[src/rtl/hack_cpu_ws.sv]
// hack_cpu_ws: multi-cycle Hack-ISA core with a one-entry fetch buffer and a
// req/ack data-memory handshake that tolerates any number of wait states.
//
// Optional build macro: CPU_DEBUG_EN adds halt_req/step/halted debug control.
//
// Ports:
//   clk, resetN            clock, asynchronous active-low reset
//   imem_addr, imem_rdata  fetch word address (pc >> log2(IPW)) and its data,
//                          valid one cycle after the address
//   dmem_req/we/addr/wdata data access request, held until dmem_ack
//   dmem_rdata, dmem_ack   read data and completion strobe
//   retired                one-cycle pulse per committed instruction
//   pc_o                   current program counter
//   halt_req, step, halted debug control (CPU_DEBUG_EN only)
module hack_cpu_ws #(
    parameter int unsigned DW  = 16,
    parameter int unsigned AW  = 10,
    parameter int unsigned IPW = 2,
    parameter int unsigned DAW = 15
) (
    input  logic                      clk,
    input  logic                      resetN,
    output logic [AW-$clog2(IPW)-1:0] imem_addr,
    input  logic [16*IPW-1:0]         imem_rdata,
    output logic                      dmem_req,
    output logic                      dmem_we,
    output logic [DAW-1:0]            dmem_addr,
    output logic [DW-1:0]             dmem_wdata,
    input  logic [DW-1:0]             dmem_rdata,
    input  logic                      dmem_ack,
    output logic                      retired,
`ifdef CPU_DEBUG_EN
    input  logic                      halt_req,
    input  logic                      step,
    output logic                      halted,
`endif
    output logic [AW-1:0]             pc_o
);

    localparam int unsigned IB = $clog2(IPW);

    localparam logic [2:0] StFetch = 3'd0;
    localparam logic [2:0] StExec  = 3'd1;
    localparam logic [2:0] StMrd   = 3'd2;
    localparam logic [2:0] StWgap  = 3'd3;  // one idle cycle so req drops between MRD and MWR
    localparam logic [2:0] StMwr   = 3'd4;
`ifdef CPU_DEBUG_EN
    localparam logic [2:0] StHalt  = 3'd5;
`endif

    logic [2:0]        state_q, state_d;
    logic [AW-1:0]     pc_q, pc_d;
    logic [DW-1:0]     a_q, a_d, d_q, d_d;
    logic [DW-1:0]     aold_q, aold_d;
    logic [12:0]       inst_q, inst_d;
    logic [DW-1:0]     alu_q, alu_d;
    logic [16*IPW-1:0] buf_q, buf_d;
    logic [AW-IB-1:0]  tag_q, tag_d;
    logic              bvalid_q, bvalid_d;

    logic              buf_hit;
    logic [16*IPW-1:0] word;
    logic [15:0]       inst_ex;
    logic [12:0]       cf;
    logic [DW-1:0]     aold_cur;
    logic [DW-1:0]     alu_x, alu_y, alu_out;
    logic              alu_zr, alu_ng, jump;
    logic [AW-1:0]     pc_commit;
    logic              boundary;

    // Right after a FETCH the buffer misses, so the fresh ROM word is used directly.
    assign buf_hit = bvalid_q && (tag_q == pc_q[AW-1:IB]);
    assign word    = buf_hit ? buf_q : imem_rdata;

    generate
        if (IPW == 2) begin : g_sel2
            assign inst_ex = pc_q[0] ? word[31:16] : word[15:0];
        end else begin : g_sel1
            assign inst_ex = word[15:0];
        end
    endgenerate

    // C-instruction fields and A_old: live in EXEC, latched copies afterwards.
    assign cf       = (state_q == StExec) ? inst_ex[12:0] : inst_q;
    assign aold_cur = (state_q == StExec) ? a_q : aold_q;

    always_comb begin
        alu_x = d_q;
        alu_y = cf[12] ? dmem_rdata : aold_cur;
        if (cf[11]) alu_x = '0;
        if (cf[10]) alu_x = ~alu_x;
        if (cf[9])  alu_y = '0;
        if (cf[8])  alu_y = ~alu_y;
        alu_out = cf[7] ? (alu_x + alu_y) : (alu_x & alu_y);
        if (cf[6])  alu_out = ~alu_out;
    end

    assign alu_zr    = (alu_out == '0);
    assign alu_ng    = alu_out[DW-1];
    assign jump      = (cf[2] & alu_ng) | (cf[1] & alu_zr) | (cf[0] & ~alu_ng & ~alu_zr);
    assign pc_commit = jump ? aold_cur[AW-1:0] : pc_q + AW'(1);

    always_comb begin
        state_d  = state_q;
        pc_d     = pc_q;
        a_d      = a_q;
        d_d      = d_q;
        aold_d   = aold_q;
        inst_d   = inst_q;
        alu_d    = alu_q;
        buf_d    = buf_q;
        tag_d    = tag_q;
        bvalid_d = bvalid_q;
        retired  = 1'b0;
        boundary = 1'b0;

        unique case (state_q)
            StFetch: state_d = StExec;
            StExec: begin
                aold_d = a_q;
                inst_d = inst_ex[12:0];
                if (!buf_hit) begin
                    buf_d    = imem_rdata;
                    tag_d    = pc_q[AW-1:IB];
                    bvalid_d = 1'b1;
                end
                if (!inst_ex[15]) begin
                    a_d      = DW'(inst_ex[14:0]);
                    pc_d     = pc_q + AW'(1);
                    retired  = 1'b1;
                    boundary = 1'b1;
                end else if (inst_ex[12]) begin
                    state_d = StMrd;
                end else begin
                    if (inst_ex[5]) a_d = alu_out;
                    if (inst_ex[4]) d_d = alu_out;
                    pc_d  = pc_commit;
                    alu_d = alu_out;
                    if (inst_ex[3]) begin
                        state_d = StMwr;
                    end else begin
                        retired  = 1'b1;
                        boundary = 1'b1;
                    end
                end
            end
            StMrd: begin
                if (dmem_ack) begin
                    if (inst_q[5]) a_d = alu_out;
                    if (inst_q[4]) d_d = alu_out;
                    pc_d  = pc_commit;
                    alu_d = alu_out;
                    if (inst_q[3]) begin
                        state_d = StWgap;
                    end else begin
                        retired  = 1'b1;
                        boundary = 1'b1;
                    end
                end
            end
            StWgap: state_d = StMwr;
            StMwr: begin
                if (dmem_ack) begin
                    retired  = 1'b1;
                    boundary = 1'b1;
                end
            end
`ifdef CPU_DEBUG_EN
            StHalt: begin
                if (!halt_req || step) boundary = 1'b1;
            end
`endif
            default: state_d = StFetch;
        endcase

        if (boundary) begin
            state_d = (bvalid_d && (tag_d == pc_d[AW-1:IB])) ? StExec : StFetch;
`ifdef CPU_DEBUG_EN
            // A step leaves HALT even with halt_req held; the next boundary halts again.
            if (halt_req && !(state_q == StHalt && step)) state_d = StHalt;
`endif
        end
    end

    always_ff @(posedge clk or negedge resetN) begin
        if (!resetN) begin
            state_q  <= StFetch;
            pc_q     <= '0;
            a_q      <= '0;
            d_q      <= '0;
            aold_q   <= '0;
            inst_q   <= '0;
            alu_q    <= '0;
            buf_q    <= '0;
            tag_q    <= '0;
            bvalid_q <= 1'b0;
        end else begin
            state_q  <= state_d;
            pc_q     <= pc_d;
            a_q      <= a_d;
            d_q      <= d_d;
            aold_q   <= aold_d;
            inst_q   <= inst_d;
            alu_q    <= alu_d;
            buf_q    <= buf_d;
            tag_q    <= tag_d;
            bvalid_q <= bvalid_d;
        end
    end

    assign imem_addr  = pc_q[AW-1:IB];
    assign dmem_req   = (state_q == StMrd) || (state_q == StMwr);
    assign dmem_we    = (state_q == StMwr);
    assign dmem_addr  = aold_q[DAW-1:0];
    assign dmem_wdata = alu_q;
    assign pc_o       = pc_q;
`ifdef CPU_DEBUG_EN
    assign halted     = (state_q == StHalt);
`endif

endmodule

[config.mk]
export PLATFORM = sky130hd
export DESIGN_NAME = hack_cpu_ws
export DESIGN_NICKNAME = d
export VERILOG_FILES = /design/src/rtl/hack_cpu_ws.sv
export SDC_FILE = /design/constraint.sdc
export NUM_CORES = 1
export LEC_CHECK = 0
export ABC_AREA = 1
export CAP_MARGIN = 20
export CORE_MARGIN = 5
export CORE_UTILIZATION = 28
export CTS_CLUSTER_DIAMETER = 100
export DETAILED_ROUTE_END_ITERATION = 10
export PLACE_DENSITY = 0.5
export SYNTH_ARGS = -nofsm -noshare
export SYNTH_HDL_FRONTEND = slang
export SYNTH_SLANG_ARGS = --single-unit
export TNS_END_PERCENT = 20
[constraint.sdc]
create_clock -name clk -period 12.09 [get_ports clk]
set_input_delay 2.418 -clock clk [delete_from_list [all_inputs] [get_ports clk]]
set_output_delay 2.418 -clock clk [all_outputs]
set_load 0.02 [all_outputs]
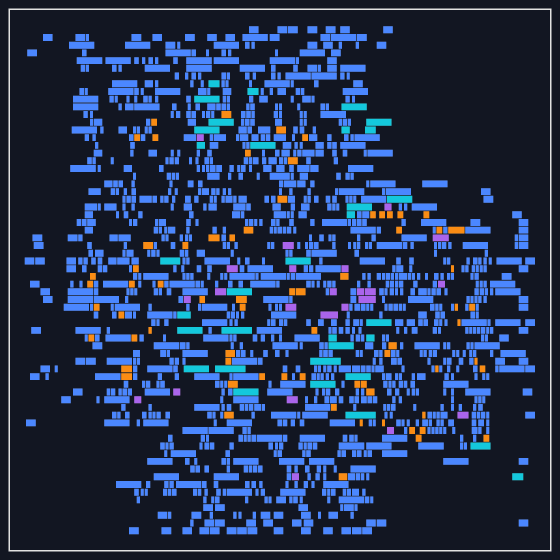
(run_1/sizing.png)
[orange] x2 | cells: 69 | most used: or2_2
[cyan] x6 and larger | cells: 33 | most used: clkbuf_16
[blue] x1 and smaller | cells: 1236 | most used: nand2_1
[purple] x3 and x4 | cells: 23 | most used: buf_4

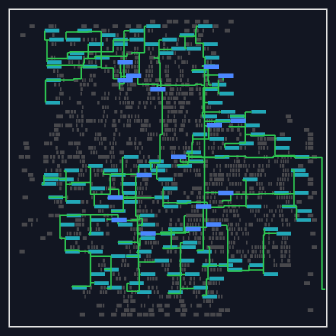
(run_1/clock_wires.png)
[blue] clock-net drivers | count: 17
[cyan] flip-flops | count: 132
[green] clock wires | length: 2300 um
routed clock nets: 18

==> flow_summary_export.csv, run 1 <==
group,metric,value,unit
outcome,status,"finished clean",
floorplan,chipArea,36300,um^2
floorplan,die_width,191,um
logic_synthesis,synth_area_per_cell,7.06,um^2
logic_synthesis,muxShareOfSynthArea,0.247,%
sta,hold_slack,0.470,ns
clock_network,clkSlewWorstSetupHoldPaths,0.06,ns
sta,timing.final.crit_share,62.9,%
sta,fin_skew,0.0144,ns
logic_synthesis,yosys.area.top_type_share,36.2,%
floorplan,placementRows,66,
clock_network,cts_max_level,4,
critical_path,critPathMaxFanout,33,
sta,hold_viol,0,
clock_network,cts_resized,0,
logic_synthesis,ys_sh_adder,2.55,%
critical_path,cp-end-kind,"flip-flop",
floorplan,coreArea,32400,um^2
critical_path,crit_path_top_delay_cell,"fa_1",
logic_synthesis,syn_inst,1293,
routing,dr_wl_met3,1320,um
cells_and_area,finalNetCount,1417,
logic_synthesis,synth-simple-area-share,28.5,%
global_routing,grt_pass1_vias,8309,
placed_design,dp_hpwl,22200,um
placed_design,port_buffers,103,
logic_synthesis,ff_type,"dfrtp_1",
global_routing,met1_usage,22.1,%
logic_synthesis,yosys.area.top_type,"dfrtp_1",
logic_synthesis,async_flop_share,100,%
floorplan,die_y,191,um
logic_synthesis,yosys.area_share.aoi,15.9,%
routing,drtPass1Iterations,7,
critical_path,critPathLaunchType,"input pin",
sta,slew_headroom,30.2,%
sta,period_minus_slack,7.60,ns
logic_synthesis,netlist_top_cells_count,"nand2_1 (320), o21ai_0 (185), inv_1 (153)",
logic_synthesis,synthMostInstantiatedCell,"nand2_1",
global_routing,grt_max_degree,71,
cells_and_area,area_growth,20.6,%
placed_design,pre_cts_ws,4.07,ns
logic_synthesis,ys_seq_share,36.2,%
sta,setup_violations,0,
floorplan,fp_util,28.2,%
sta,setup_ws,4.49,ns
job,warning_count,26,
clock_network,clock_path_buffers,2,
logic_synthesis,yosysUniqueCellTypes,48,
routing,top_layer,"met4",
routing,wirelength_met1,13600,um
sta,setup-tns-final,0,ns
routing,antenna_left,0,
logic_synthesis,syn_nets,1362,
sta,max_freq,0.131,GHz
job,drv_cap,0,
clock_network,cts-root-buf,"clkbuf_16",
cells_and_area,lay_top_count,"nand2_1",
global_routing,grt_overflow,0,
sta,tightest_slew,1.04,ns
placed_design,dpl.cell_count,1771,
critical_path,cp_common_cell,"nand2_1",
floorplan,io_pins,104,
logic_synthesis,yosys_cells,1293,
routing,wirelength,29700,um
critical_path,required,12.45,ns
logic_synthesis,logic_family,"simple AND/OR/NAND/NOR gates",
clock_network,numCtsBuffers,17,
clock_network,clock-sinks,132,
critical_path,crit_type,"input pin to flip-flop",
cells_and_area,drive_gt1_share,9.18,%
cells_and_area,final_core_util,34.0,%
logic_synthesis,xor_area_share,5.07,%
routing,vias,8511,
logic_synthesis,ys_ff,132,
cells_and_area,lay_top_cells,"nand2_1 (320), o21ai_0 (185), inv_1 (153), dfrtp_1 (132), clkdlybuf4s50_1 (102)",
clock_network,cts_hold_buf,0,
global_routing,grt_pass1_wl,47000,um
critical_path,crit_arrival,7.97,ns
routing,route.detailed.drc,0,
cells_and_area,layout.cells.non_filler,1803,
clock_network,cts_tree,"yes",
critical_path,cpPeakStageDelay,0.41,ns
logic_synthesis,edf_count,0,
clock_network,postCtsSetupRepairBufs,0,
global_routing,gr-usage-met2,26.8,%
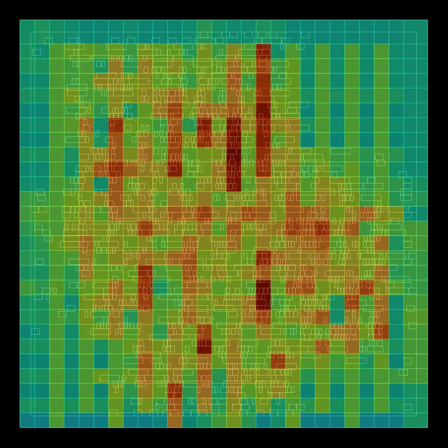
(run_1/congestion_map.png)
M3 GR Usage: 2.84%
overall routing resource usage: 16.4%

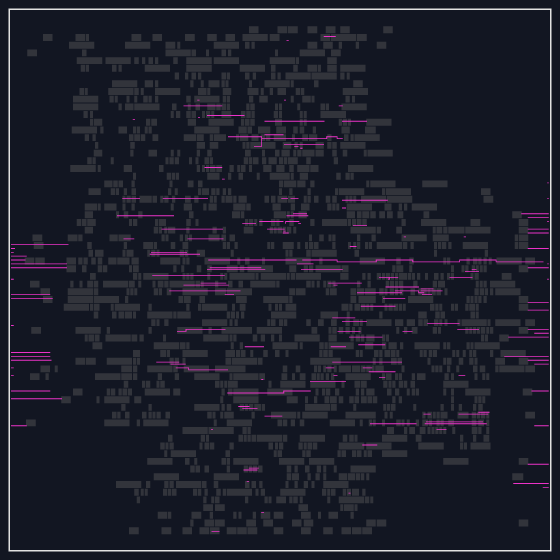
(run_1/m3.png)
longest straight run: 30.8 um
main direction: horizontal
wire length on this layer: 1320 um

-- run 1: metrics by stage --
stage	instance area [um^2]
3_5_place_dp	10400
2_1_floorplan	9130
6_report	11000
5_1_grt	11000
3_3_place_gp	10400
4_1_cts	11000
-- run 1: critical path: cells and delay by family --
| family | cells | cell delay, ns |
|---|---|---|
| adder cells (fa/ha/maj) | 2 | 0.64 |
| AND/OR/NAND/NOR | 23 | 2.33 |
| AND-OR/OR-AND | 7 | 1.35 |
| buffers and inverters | 5 | 0.93 |
| XOR/XNOR | 2 | 0.29 |
-- run 1: registers in the layout, indices dropped and copies added, names as in the netlist --
signal / cells
pc_o: 10
a_q: 16
inst_q: 13
buf_q: 32
bvalid_q: 1
aold_q: 16
tag_q: 9
dmem_wdata: 16
d_q: 16
state_q: 3
-- run 1: worst paths after layout --
path	to	slack, ns	depth (start not counted)
worst max-delay path	state_q[0]$_DFFE_PN0P_	4.49	39
worst min register to register	dmem_wdata[9]$_DFFE_PN0P_	0.47	2
worst max register to register	state_q[0]$_DFFE_PN0P_	5.30	40
worst min-delay path	dmem_wdata[9]$_DFFE_PN0P_	0.47	2
max in group asynchronous	a_q[1]$_DFFE_PN0P_	8.80	2
min in group asynchronous	pc_o[7]$_DFF_PN0_	1.96	1
-- run 1: area by class of cell --
class / count / area [um^2]
inverter: 163 / 612
timing repair buffer: 114 / 1110
sequential: 132 / 3300
clock inverter: 14 / 213
tap: 442 / 553
fill: 3572 / 21400
multi-input combinational: 920 / 4780
clock buffer: 18 / 439
==> run 2, diff against run 1 <==
--- a/config.mk
+++ b/config.mk
@@ -11,7 +11,7 @@
 export CORE_UTILIZATION = 28
 export CTS_CLUSTER_DIAMETER = 100
 export DETAILED_ROUTE_END_ITERATION = 10
-export PLACE_DENSITY = 0.5
+export PLACE_DENSITY = 0.51
 export SYNTH_ARGS = -nofsm -noshare
 export SYNTH_HDL_FRONTEND = slang
 export SYNTH_SLANG_ARGS = --single-unit
==> constraint.sdc (replaced) <==
create_clock -name clk -period 6.7 [get_ports clk]
set_input_delay 1.34 -clock clk [delete_from_list [all_inputs] [get_ports clk]]
set_output_delay 1.34 -clock clk [all_outputs]
set_load 0.02 [all_outputs]
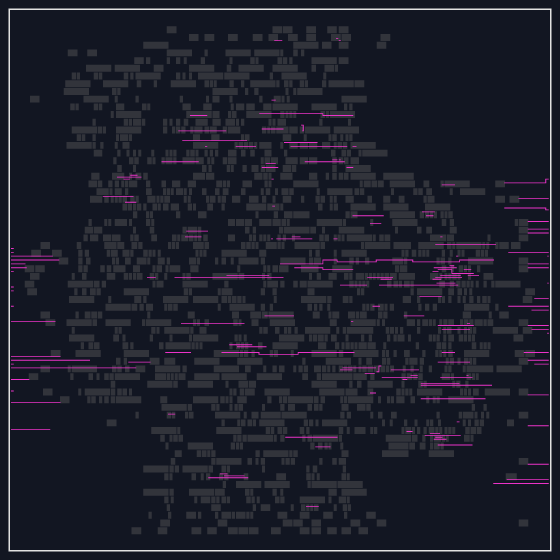
(run_2/m3.png)
main direction: horizontal
share of all routed wire: 4.4%
longest straight run: 43.9 um
nets with wire on the layer: 118

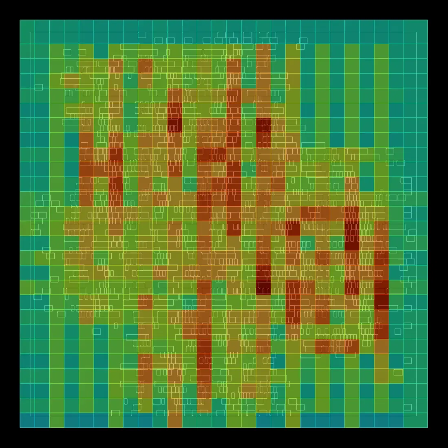
(run_2/congestion_map.png)
met2 Track Usage GR: 28.0%
GR peak layer: met2
M3 GR Usage: 2.73%
DR WL/cell: 16.3 um

==> flow_summary_export.csv, run 2 <==
group,metric,value,unit
logic_synthesis,async_flop_share,100,%
sta,hold_slack,0.479,ns
cells_and_area,drive_gt1_share,11.7,%
critical_path,cp_common_cell,"nor2_1",
critical_path,setup.worst_path.start,"pc_o[9]$_DFF_PN0_",
floorplan,io_pins,104,
cells_and_area,finalNetCount,1449,
logic_synthesis,yosys-stat-area,9130,um^2
floorplan,placementRows,66,
logic_synthesis,yosys_cells,1293,
routing,drt_iter0_drc,641,
sta,setup-tns-final,0,ns
sta,max_freq,0.163,GHz
cells_and_area,largest_reg_flops,32,
cells_and_area,antenna_cells,0,
sta,period_minus_slack,6.13,ns
logic_synthesis,edf_count,0,
clock_network,cts_hold_buf,0,
critical_path,crit_arrival,6.48,ns
sta,fin_skew,0.0135,ns
placed_design,dp_hpwl,22500,um
logic_synthesis,synth_area_per_cell,7.06,um^2
clock_network,clock-sinks,132,
placed_design,pre_cts_ws,0.159,ns
cells_and_area,seq_area,3310,um^2
cells_and_area,lay_top_cells,"nand2_1 (320), o21ai_0 (182), inv_1 (153), dfrtp_1 (129), clkdlybuf4s50_1 (102)",
logic_synthesis,ys_ff,132,
critical_path,cp_top_family,"simple AND/OR/NAND/NOR gates",
sta,timing.final.crit_share,91.5,%
clock_network,clkSlewWorstSetupHoldPaths,0.06,ns
cells_and_area,largest-register,"buf_q",
sta,slew_headroom,30.5,%
routing,wirelength_met1,13500,um
logic_synthesis,ys_top_cells_by_area,"dfrtp_1 (36%), nand2_1 (13%), o21ai_0 (10%), inv_1 (6.3%), nand3_1 (4.4%)",
clock_network,cts_max_level,4,
clock_network,clock_path_buffers,2,
placed_design,placed_area,10600,um^2
placed_design,dpl.cell_count,1803,
logic_synthesis,ff_type,"dfrtp_1",
critical_path,crit_type,"flip-flop to flip-flop",
routing,vias,8675,
critical_path,required,7.05,ns
sta,tightest_slew,1.04,ns
logic_synthesis,yosys.area.top_type,"dfrtp_1",
global_routing,grt_max_degree,70,
worst_hold_path,hold_path_startpoint,"dmem_wdata[9]$_DFFE_PN0P_",
placed_design,port_buffers,103,
cells_and_area,final-comb-area,4810,um^2
clock_network,cts-root-buf,"clkbuf_16",
clock_network,clkLatencyLatePin,0.42,ns
outcome,status,"finished clean",
global_routing,grtUsageTotal,16.5,%
floorplan,coreArea,32400,um^2
logic_synthesis,yosysUniqueCellTypes,48,
critical_path,cp-end-kind,"flip-flop",
floorplan,die_width,191,um
routing,route.detailed.drc,0,
floorplan,die_y,191,um
routing,dr_wl_met3,1310,um
routing,drtPass1Iterations,5,
worst_hold_path,holdPathEnd,"dmem_wdata[9]$_DFFE_PN0P_",
clock_network,postCtsSetupRepairBufs,0,
critical_path,crit_path_top_delay_cell,"dfrtp_1",
worst_hold_path,hold_path_depth,2,
critical_path,r2r_slack,0.57,ns
logic_synthesis,yosys.area.top_type_share,36.2,%
logic_synthesis,synthMostInstantiatedCell,"nand2_1",
global_routing,grt_pass1_wl,47300,um
placed_design,gp_congestion,0.892,
cells_and_area,fillerInstances,3483,
sta,setup_violations,0,
global_routing,grt_overflow,0,
worst_hold_path,hold_path.class,"flip-flop to flip-flop",
floorplan,chipArea,36300,um^2
sta,setup_ws,0.570,ns
job,drv_cap,0,
cells_and_area,lay_top_count,"nand2_1",
routing,top_layer,"met5",
clock_network,numCtsBuffers,17,
critical_path,crit_cells,41,
cells_and_area,layout.cells.non_filler,1835,
clock_network,cts_tree,"yes",
global_routing,antenna_found_initial,1,
logic_synthesis,syn_nets,1362,
cells_and_area,final_core_util,34.7,%
critical_path,rr_worst_depth,41,
routing,antenna_left,0,
logic_synthesis,netlist_top_cells_count,"nand2_1 (320), o21ai_0 (185), inv_1 (153)",
critical_path,critPathLaunchType,"flip-flop",
critical_path,critPathBufInv,6,
routing,wirelength,30000,um
critical_path,r2r_end,"state_q[0]$_DFFE_PN0P_",
logic_synthesis,ys_seq_share,36.2,%
logic_synthesis,yosys_warnings,0,
critical_path,critPathMaxFanout,33,
clock_network,cts_resized,0,
global_routing,grt_pass1_vias,8455,
critical_path,cpPeakStageDelay,0.44,ns
cells_and_area,postLayoutCellArea,11200,um^2
sta,drv_slew,0,
job,warning_count,26,
logic_synthesis,syn_inst,1293,
sta,hold_viol,0,
cells_and_area,area_growth,23.1,%
routing,wl_met2,14600,um
floorplan,fp_util,28.2,%
## run 2: cell counts after synthesis
Identical to the previous run, type by type.
## run 2: area by class of cell
| cell class | instances | share of cell area (%) |
|---|---|---|
| Multi-Input combinational cell | 920 | 42.8 |
| Sequential cell | 132 | 29.4 |
| Timing Repair Buffer | 146 | 12.2 |
| Inverter | 163 | 5.44 |
| Tap cell | 442 | 4.92 |
| Clock buffer | 20 | 3.97 |
| Clock inverter | 12 | 1.29 |
## run 2: kinds of logic after synthesis
| family | count (synthesis) | share of synthesized area, % |
|---|---|---|
| xor+xnor | 52 | 5.07 |
| simple gates | 571 | 28.5 |
| fa+ha+maj | 18 | 2.55 |
| flops | 132 | 36.2 |
| buf+inv | 241 | 11.5 |
| mux | 2 | 0.247 |
| compound gates | 277 | 15.9 |
## run 2: tightest hold or removal path, cell delays in order, from the launching register on
cell and delay (ns):
dfrtp_1 0.35, nand2_1 0.06, nand2_1 0.04
## run 2: how the worst max path moves through the flow
stage,slack (ns),end
final,0.57,state_q[0]$_DFFE_PN0P_
after global routing,-0.0008,state_q[0]$_DFFE_PN0P_
after CTS,0.41,state_q[0]$_DFFE_PN0P_
after detailed placement,0.16,state_q[0]$_DFFE_PN0P_
after global placement,0.20,state_q[0]$_DFFE_PN0P_
after floorplan,0.79,state_q[0]$_DFFE_PN0P_
## run 2: layer usage
layer  vias to the layer above  global-route usage (%)
met1                      4078                    21.9
met4                         2                    4.39
met2                       239                    28.0
met3                        34                    2.73
li1                       4322                       -
met5                         -                       0
